**src/rtl/lsu_mem_ctrl.sv**
```systemverilog
// Load/store initiator between the execute stage and a byte-addressable
// data memory; splits word-crossing accesses into two word cycles.
module lsu_mem_ctrl #(
    parameter bit ALLOW_MISALIGNED = 1'b1
) (
    input  logic        clk,
    input  logic        rst_n,
    input  logic        req_valid,
    output logic        req_ready,
    input  logic        req_we,
    input  logic [2:0]  req_funct3,
    input  logic [31:0] req_addr,
    input  logic [31:0] req_wdata,
    output logic        resp_valid,
    output logic [31:0] resp_rdata,
    output logic        resp_err,
    output logic [31:0] daddr,
    output logic [31:0] dwdata,
    output logic [3:0]  we,
    input  logic [31:0] drdata
);

    localparam logic [1:0] S_IDLE   = 2'd0;
    localparam logic [1:0] S_FIRST  = 2'd1;
    localparam logic [1:0] S_SECOND = 2'd2;
    localparam logic [1:0] S_RESP   = 2'd3;

    logic [1:0]  state_q, state_d;
    logic        st_q, st_d;
    logic [2:0]  f3_q, f3_d;
    logic [31:0] addr_q, addr_d;
    logic [31:0] wdata_q, wdata_d;
    logic [31:0] lo_q, lo_d;
    logic [31:0] hi_q, hi_d;
    logic [31:0] rdata_q, rdata_d;
    logic        err_q, err_d;

    function automatic logic [2:0] size_of(input logic [1:0] sz);
        case (sz)
            2'b00:   size_of = 3'd1;
            2'b01:   size_of = 3'd2;
            default: size_of = 3'd4;
        endcase
    endfunction

    function automatic logic [3:0] smask_of(input logic [1:0] sz);
        case (sz)
            2'b00:   smask_of = 4'b0001;
            2'b01:   smask_of = 4'b0011;
            default: smask_of = 4'b1111;
        endcase
    endfunction

    function automatic logic [31:0] extract(
        input logic [63:0] w,
        input logic [1:0]  off,
        input logic [2:0]  f3
    );
        logic [63:0] s;
        s = w >> {off, 3'b000};
        case (f3[1:0])
            2'b00:
                extract = f3[2] ? {24'd0, s[7:0]}
                                : {{24{s[7]}}, s[7:0]};
            2'b01:
                extract = f3[2] ? {16'd0, s[15:0]}
                                : {{16{s[15]}}, s[15:0]};
            default:
                extract = s[31:0];
        endcase
    endfunction

    // Legality of the incoming request, evaluated while idle
    logic req_bad_f3;
    logic req_cross;
    logic req_illegal;

    assign req_bad_f3 = req_we
        ? (req_funct3 >= 3'b011)
        : ((req_funct3 == 3'b011) || (req_funct3[2:1] == 2'b11));
    assign req_cross =
        (({1'b0, req_addr[1:0]} + size_of(req_funct3[1:0])) > 3'd4);
    assign req_illegal = req_bad_f3 || (req_cross && !ALLOW_MISALIGNED);

    // Lane placement and crossing of the latched request
    logic [63:0] sdata;
    logic [7:0]  mask8;
    logic        cross_q;
    logic [31:0] base;

    assign sdata   = {32'd0, wdata_q} << {addr_q[1:0], 3'b000};
    assign mask8   = {4'd0, smask_of(f3_q[1:0])} << addr_q[1:0];
    assign cross_q =
        (({1'b0, addr_q[1:0]} + size_of(f3_q[1:0])) > 3'd4);
    assign base    = {addr_q[31:2], 2'b00};

    assign req_ready  = (state_q == S_IDLE);
    assign resp_valid = (state_q == S_RESP);
    assign resp_err   = err_q && (state_q == S_RESP);
    assign resp_rdata = rdata_q;

    // Next-state and memory-port drive
    always_comb begin
        state_d = state_q;
        st_d    = st_q;
        f3_d    = f3_q;
        addr_d  = addr_q;
        wdata_d = wdata_q;
        lo_d    = lo_q;
        hi_d    = hi_q;
        rdata_d = rdata_q;
        err_d   = err_q;
        daddr   = 32'd0;
        dwdata  = 32'd0;
        we      = 4'd0;
        unique case (state_q)
            S_IDLE: begin
                if (req_valid) begin
                    st_d    = req_we;
                    f3_d    = req_funct3;
                    addr_d  = req_addr;
                    wdata_d = req_wdata;
                    err_d   = req_illegal;
                    if (req_illegal) begin
                        rdata_d = 32'd0;
                        state_d = S_RESP;
                    end else begin
                        state_d = S_FIRST;
                    end
                end
            end
            S_FIRST: begin
                daddr  = base;
                dwdata = sdata[31:0];
                we     = st_q ? mask8[3:0] : 4'd0;
                if (!st_q) lo_d = drdata;
                if (cross_q) begin
                    state_d = S_SECOND;
                end else begin
                    rdata_d = st_q ? 32'd0
                        : extract({32'd0, drdata}, addr_q[1:0], f3_q);
                    state_d = S_RESP;
                end
            end
            S_SECOND: begin
                daddr  = base + 32'd4;
                dwdata = sdata[63:32];
                we     = st_q ? mask8[7:4] : 4'd0;
                if (!st_q) hi_d = drdata;
                rdata_d = st_q ? 32'd0
                    : extract({drdata, lo_q}, addr_q[1:0], f3_q);
                state_d = S_RESP;
            end
            S_RESP: begin
                state_d = S_IDLE;
            end
        endcase
    end

    // State and request/buffer registers
    always_ff @(posedge clk or negedge rst_n) begin
        if (!rst_n) begin
            state_q <= S_IDLE;
            st_q    <= 1'b0;
            f3_q    <= 3'd0;
            addr_q  <= 32'd0;
            wdata_q <= 32'd0;
            lo_q    <= 32'd0;
            hi_q    <= 32'd0;
            rdata_q <= 32'd0;
            err_q   <= 1'b0;
        end else begin
            state_q <= state_d;
            st_q    <= st_d;
            f3_q    <= f3_d;
            addr_q  <= addr_d;
            wdata_q <= wdata_d;
            lo_q    <= lo_d;
            hi_q    <= hi_d;
            rdata_q <= rdata_d;
            err_q   <= err_d;
        end
    end

endmodule
```
**config.mk**
```make
export PLATFORM = sky130hd
export DESIGN_NAME = lsu_mem_ctrl
export DESIGN_NICKNAME = d
export VERILOG_FILES = /design/src/rtl/lsu_mem_ctrl.sv
export SDC_FILE = /design/constraint.sdc
export NUM_CORES = 1
export LEC_CHECK = 0
export CAP_MARGIN = 40
export CELL_PAD_IN_SITES_DETAIL_PLACEMENT = 1
export CELL_PAD_IN_SITES_GLOBAL_PLACEMENT = 2
export CORE_MARGIN = 1
export CORE_UTILIZATION = 30
export DETAILED_ROUTE_END_ITERATION = 8
export PLACE_DENSITY_LB_ADDON = 0.1
export SYNTH_ARGS = -nofsm -noshare
export SYNTH_HDL_FRONTEND = slang
export SYNTH_SLANG_ARGS = --single-unit
```
**constraint.sdc**
```tcl
create_clock -name clk -period 3.5 [get_ports clk]
set_input_delay 1.05 -clock clk [delete_from_list [all_inputs] [get_ports clk]]
set_output_delay 1.05 -clock clk [all_outputs]
set_load 0.02 [all_outputs]
```
### Routing congestion

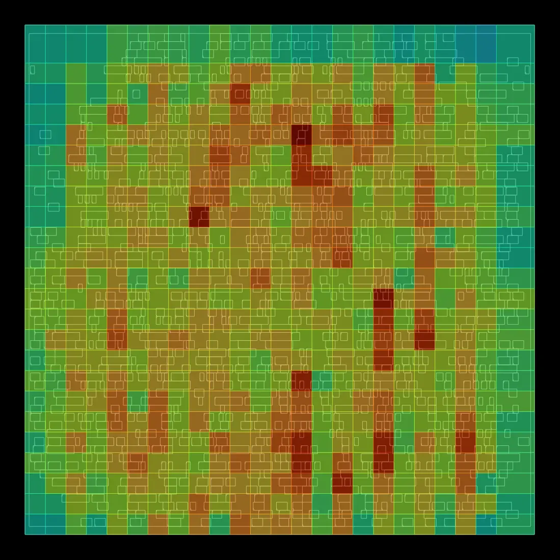
met2 usage in global routing: 34.69%
combined global-route utilization of all metal layers: 22.56%
most used routing layer in global routing: met2

### The metal 4 layer

(2 px per um)
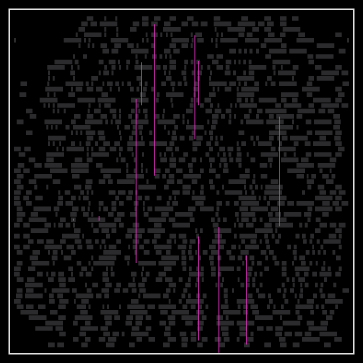
longest straight run	81.6 um
share of all routed wire	1.5%
wire length on this layer	467 um
number of vias after detailed routing: 8283
aggregate routed wire length: 32320 um

==> flow_summary.yaml <==
# synthesis and place-and-route metrics
logic_synthesis:
  synth-seq-area-share_pct: 39.19
  synth.cellmix.compoundShare_pct: 18.93
  syn-cell-area_mm2: 0.008621
  netlist.top_cell.by_area: "sky130_fd_sc_hd__dfrtp_1"
  asyncSetResetFlopFracSynth_pct: 100.0
  synth_stat.cells: 952
  synth.area.top_cells: "sky130_fd_sc_hd__dfrtp_1 39%, sky130_fd_sc_hd__mux2_2 10%, sky130_fd_sc_hd__mux2i_1 8.0%"
  yosys_chip_area_mm2: 0.008621
  synthMostInstantiatedCell: "sky130_fd_sc_hd__nand2_1"
  biggest_combinational_cell_group_after_synthesis: "AND-OR/OR-AND gates"
  post_synth_fa_ha_maj_area_fraction_pct: 1.248
critical_path:
  slowest_cell_on_the_critical_path: "sky130_fd_sc_hd__dfrtp_1"
  crit_required_ns: 2.45
final_layout:
  layout-area-overhead-vs-synth_pct: 40.26
  logic_gates: 732
  fraction_of_cell_area_in_non_clock_buffers_pct: 21.64
  layout.cells.non_filler: 1574
  comb_area_share_pct: 41.10
  post-route-util_pct: 43.17
  nets: 1294
  layout-drive-gt1-share_pct: 19.82
  layout.non_clock_inverters: 12
clock_tree:
  cts_inserted_buffers: 17
  cts_resized: 92
  clock.latency.late_pin_ns: 0.44
final_timing:
  timing.final.crit_share_pct: 97.38
  layout_min_cycle_time_ns: 3.408
  worst_clock_skew_ns: 0.01907
die:
  core_util_floorplan_pct: 30.78
  chipHeight_um: 171.5
  tapCellCount: 378
  io_pins: 206
routing:
  met3WireLength_um: 1338
  route.top_layer_used: "met5"
  routed-wl-met2_um: 14380
  drt-initial-drc-count: 515
  routedLengthMet1_um: 16120
  wl_per_cell_um: 20.54
global_routing:
  antenna_found_initial: 1
  gr-total-overflow: 0
  maximum_number_of_pins_on_one_net_before_global_route_repair: 62
  via_count_of_the_first_global_routing_pass: 8547
  grt.met3_usage_pct: 3.820
pwr:
  power.static_leakage_nw: 5.471
  powerDensity_mw_per_mm2: 1027
  power_mw: 12.42
placed_design:
  dp_cells: 1541
  place.detailed.hpwl_um: 23760
  gp_routability_congestion: 0.8073
outcome:
  status: "finished, final reports clean"
## worst register-to-register path, stage by stage (launching register included)
cell and delay [ns]:
sky130_fd_sc_hd__dfrtp_1 0.45, sky130_fd_sc_hd__nor2_2 0.17, sky130_fd_sc_hd__buf_4 0.21, sky130_fd_sc_hd__ha_1 0.17
sky130_fd_sc_hd__inv_1 0.05, sky130_fd_sc_hd__fa_1 0.37, sky130_fd_sc_hd__xor2_1 0.15, sky130_fd_sc_hd__a21oi_1 0.24
sky130_fd_sc_hd__a221o_1 0.22, sky130_fd_sc_hd__buf_4 0.36, sky130_fd_sc_hd__o21ai_0 0.17
## path summary, 6_finish.rpt
path	from	slack (ns)	to	depth (start not counted)
hold / removal	lo_q[1]$_DFFE_PN0P_	0.47	lo_q[1]$_DFFE_PN0P_	2
hold reg to reg	lo_q[1]$_DFFE_PN0P_	0.47	lo_q[1]$_DFFE_PN0P_	2
max in group asynchronous	rst_n	2.16	resp_rdata[13]$_DFFE_PN0P_	2
setup reg to reg	f3_q[1]$_DFFE_PN0P_	0.79	resp_rdata[5]$_DFFE_PN0P_	10
setup / recovery	addr_q[2]$_DFFE_PN0P_	0.09	daddr[26]	8
min in group asynchronous	rst_n	0.60	addr_q[23]$_DFFE_PN0P_	1
## power breakdown
group / switching [mW] / internal [mW] / leakage (nW)
Sequential: 0.736 / 2.34 / 1.67
Clock: 0.810 / 1.09 / 0.287
Combinational: 4.27 / 3.18 / 3.51
Total: 5.82 / 6.60 / 5.47
## stage by stage
stage | instance area, um2 | hold WS (ns) | worst slack [ns]
detailed placement | 11510 | 0.4586 | 0.1025
global route | 12090 | 0.5062 | -0.1458
floorplan | 8625 | 0.4379 | 0.4331
global placement | 11510 | 0.4524 | 0.1437
finish | 12090 | 0.4668 | 0.09172
CTS | 12060 | 0.4748 | -0.1919
No activity file was given, so power comes from the tool's default toggle rates.
